==> images/ff_map.png <==
(2 px per um) Other sequential cells in the stronger gray, the rest of the logic in the fainter gray.
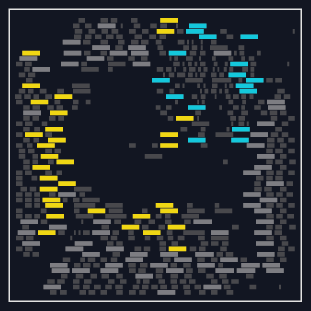
==> images/placed.png <==
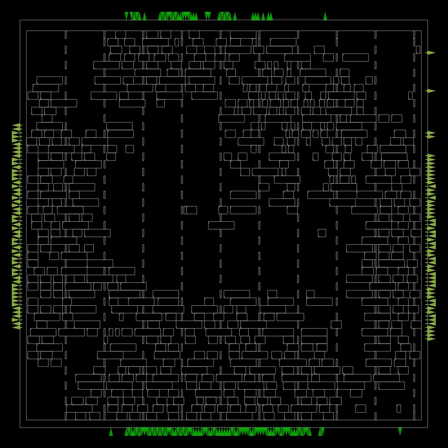
===== config.mk =====
export PLATFORM = sky130hd
export DESIGN_NAME = fd_stage_reg
export DESIGN_NICKNAME = d
export VERILOG_FILES = /design/src/rtl/fd_stage_reg.sv
export SDC_FILE = /design/constraint.sdc
export NUM_CORES = 1
export LEC_CHECK = 0
export CAP_MARGIN = 20
export CELL_PAD_IN_SITES_DETAIL_PLACEMENT = 1
export CELL_PAD_IN_SITES_GLOBAL_PLACEMENT = 2
export CORE_MARGIN = 2
export CORE_UTILIZATION = 23
export CTS_BUF_LIST = sky130_fd_sc_hd__clkbuf_16
export DETAILED_ROUTE_END_ITERATION = 7
export HOLD_SLACK_MARGIN = 0.08
export PLACE_DENSITY = 0.88
export REMOVE_ABC_BUFFERS = 1
export SYNTH_ARGS = -nofsm -noshare
export SYNTH_HDL_FRONTEND = slang
export SYNTH_SLANG_ARGS = --single-unit

===== constraint.sdc =====
create_clock -name clk -period 3.7 [get_ports clk]
set_input_delay 0.555 -clock clk [delete_from_list [all_inputs] [get_ports clk]]
set_output_delay 0.555 -clock clk [all_outputs]
set_load 0.05 [all_outputs]

===== src/rtl/fd_stage_reg.sv =====
// Fetch/decode pipeline register with hazard stall, sticky flush-on-stall and stall watchdog.
// Optional fetch address check enabled by defining FD_EXC_CHECK_EN.
module fd_stage_reg #(
  parameter logic [15:0] STALL_LIMIT = 16'd255
) (
  input  logic        clk,
  input  logic        reset,
  input  logic        fd_en,
  input  logic        flush,
  input  logic [31:0] instr_F,
  input  logic [31:0] PC_F,
  input  logic [31:0] PC8_F,
  output logic [31:0] instr_D,
  output logic [31:0] PC_D,
  output logic [31:0] PC8_D,
  output logic        valid_D,
  output logic [4:0]  exc_D,
  output logic [15:0] stall_cnt,
  output logic        stall_timeout
);

  localparam int unsigned XLEN  = 32;
  localparam int unsigned EXC_W = 5;
  localparam int unsigned CNT_W = 16;

  localparam logic [XLEN-1:0]  RESET_PC  = 32'h0000_3000;
  localparam logic [XLEN-1:0]  RESET_PC8 = 32'h0000_3008;
  localparam logic [CNT_W-1:0] CNT_MAX   = 16'hFFFF;

`ifdef FD_EXC_CHECK_EN
  localparam logic [EXC_W-1:0] EXC_ADEL  = 5'd4;
  localparam logic [XLEN-1:0]  PC_LO     = 32'h0000_3000;
  localparam logic [XLEN-1:0]  PC_HI     = 32'h0000_6FFC;
`endif

  logic [XLEN-1:0]  instr_nxt;
  logic [XLEN-1:0]  pc_nxt;
  logic [XLEN-1:0]  pc8_nxt;
  logic             valid_nxt;
  logic [EXC_W-1:0] exc_nxt;
  logic             flush_pend;
  logic             flush_pend_nxt;
  logic [CNT_W-1:0] cnt_nxt;
  logic             timeout_nxt;
  logic             squash;
  logic             fetch_fault;

  // Fetch address fault: misaligned or outside the instruction window
`ifdef FD_EXC_CHECK_EN
  always_comb begin
    fetch_fault = (PC_F[1:0] != 2'b00) || (PC_F < PC_LO) || (PC_F > PC_HI);
  end
`else
  always_comb begin
    fetch_fault = 1'b0;
  end
`endif

  // Next-state: advance, squash to bubble, or hold; stall counter and watchdog
  always_comb begin
    instr_nxt      = instr_D;
    pc_nxt         = PC_D;
    pc8_nxt        = PC8_D;
    valid_nxt      = valid_D;
    exc_nxt        = exc_D;
    flush_pend_nxt = flush_pend;
    cnt_nxt        = stall_cnt;
    squash         = flush | flush_pend;

    if (fd_en) begin
      cnt_nxt        = '0;
      flush_pend_nxt = 1'b0;
      pc_nxt         = PC_F;
      pc8_nxt        = PC8_F;
      if (squash) begin
        instr_nxt = '0;
        valid_nxt = 1'b0;
        exc_nxt   = '0;
      end else if (fetch_fault) begin
        instr_nxt = '0;
        valid_nxt = 1'b1;
`ifdef FD_EXC_CHECK_EN
        exc_nxt   = EXC_ADEL;
`else
        exc_nxt   = '0;
`endif
      end else begin
        instr_nxt = instr_F;
        valid_nxt = 1'b1;
        exc_nxt   = '0;
      end
    end else begin
      if (flush) begin
        flush_pend_nxt = 1'b1;
      end
      if (stall_cnt != CNT_MAX) begin
        cnt_nxt = stall_cnt + CNT_W'(1);
      end
    end

    timeout_nxt = (cnt_nxt >= STALL_LIMIT);
  end

  // State register
  always_ff @(posedge clk or posedge reset) begin
    if (reset) begin
      instr_D       <= '0;
      PC_D          <= RESET_PC;
      PC8_D         <= RESET_PC8;
      valid_D       <= 1'b0;
      exc_D         <= '0;
      flush_pend    <= 1'b0;
      stall_cnt     <= '0;
      stall_timeout <= 1'b0;
    end else begin
      instr_D       <= instr_nxt;
      PC_D          <= pc_nxt;
      PC8_D         <= pc8_nxt;
      valid_D       <= valid_nxt;
      exc_D         <= exc_nxt;
      flush_pend    <= flush_pend_nxt;
      stall_cnt     <= cnt_nxt;
      stall_timeout <= timeout_nxt;
    end
  end

endmodule


==> CHANGELOG.md <==
## Implementation

* Netlist cell types at 46
* Post-CTS sizing at 0
* Largest cell class: flip-flops and latches
* Pleak at 3.11 nW
* Most common cell in the netlist: dfrtp_1
* Grt ovf at 0
* Unrepaired setup endpoints after global routing: false
* Reg2reg setup slack at 0.97 ns
* Post-route ant nets at 0
* Clk pwr at 1.68 mW
* Worst setup path class: register to register
* Detailed Place HPWL at 10300 um
* Antenna violations before repair at 1
* Dominant Register Cell: dfrtp_1
* Total power at 3.96 mW
* OpenROAD warning count at 25
* Fmax at 0.367 GHz
* Final Hold Slack at 0.491 ns
* Fp util at 23.5%
* Clock buffer count at 17
* Dominant cell type by area after synthesis: dfrtp_1
* NumNets Final at 643
* Data buffer area share at 28.7%
* Die area at 21100 sq um
* Outcome: complete, no violations
* Worst endpoint data arrival time at 3.02 ns
* Startpoint Class: register
* RePlAce Congestion at 0.865
* Routing usage on met1 at 15.7%
* Post-synth seq share at 62.8%
* Worst Hold End: valid_D
* Tightest Pin Transition at 0.768 ns
* Crit Path Max Fanout at 8
* Yosys top cell area share at 59.9%
* PD cells at 521 nW/um^2
* Multi-input combinational cell count at 185
* Hold buffers post-CTS at 0
* Via count at 3595
* Synthesized registers at 115
* Registers at 115
* Avg Cell Area, Syn at 14.1 sq um
* Layout cells sized above 1 at 20.0%
* Post-synthesis async set-or-reset flop share at 100%
* Placed cell area at 7000 sq um
* FF-to-FF Start: stall_cnt[0]
* Worst R2R End: stall_timeout
* Number of global-route vias before repair at 3955
* Top power group: clock
* Syn Std Cell Area at 4590 sq um
* Final Setup Violations at 0
* NetSw at 1.19 mW
* Sequential power at 1.42 mW
* Final Hold Violating Endpoints at 0
* Clock share of power at 42.4%
* CP peak stage delay at 0.54 ns
* Pre-CTS WS at 1.00 ns
* Synth Instances at 325
* Area Growth Syn to Fin at 65.7%
* Reg area at 2880 sq um
* Combinational Power Share at 21.8%
* Final clock skew at 0.00737 ns
* Yosys synthesis warning count at 0
* Drt drc at 0
* Required @ worst endpoint at 3.99 ns
* Die width at 145 um
* Count of plain and timing-repair buffers at 219
* Most used cell, CP: or4_1
* Clk sinks at 115
* Fraction of the cycle the final worst path needs at 73.7%
* Hold Path Cell Cnt at 1
* Int Pwr at 2.77 mW
* Routed length on met2 at 7120 um
* Max layer used: met4
* Area of all placed cells without fillers at 7610 sq um
About ff_map.png:
legend:
  yellow:
    netlist_name: `instr_D`
    sequential_cells: 32
  cyan:
    netlist_name: `stall_cnt`
    sequential_cells: 16

About placed.png:
Taps Inserted: 265
Seq/total area: 37.9%
post-layout util: 39.0%
final cell count without fillers: 821
Rows: 51

## how the worst max path moves through the flow
stage            startpoint            end  slack (ns)  cells after the start
3_3_place_gp   stall_cnt[0]  stall_timeout        1.12                      7
3_5_place_dp   stall_cnt[0]  stall_timeout        1.00                      7
2_1_floorplan         reset       PC8_D[0]        0.11                      1
4_1_cts        stall_cnt[0]  stall_timeout        0.98                      7
5_1_grt        stall_cnt[0]  stall_timeout        0.85                      7
6_report       stall_cnt[0]  stall_timeout        0.97                      7
## cell families after synthesis
logic type,after synthesis,share of synthesized area [%]
and+or+nand+nor,49,5.72
xor gates and xnor gates,8,1.53
muxes,65,15.9
AOI/OAI and AO/OA,57,10.5
other,1,0.0817
adders and majority gates,1,0.272
DFF,115,62.8
buffers and inverters,29,3.22
Power figures rest on the tool's default switching activity, not on a simulated workload.
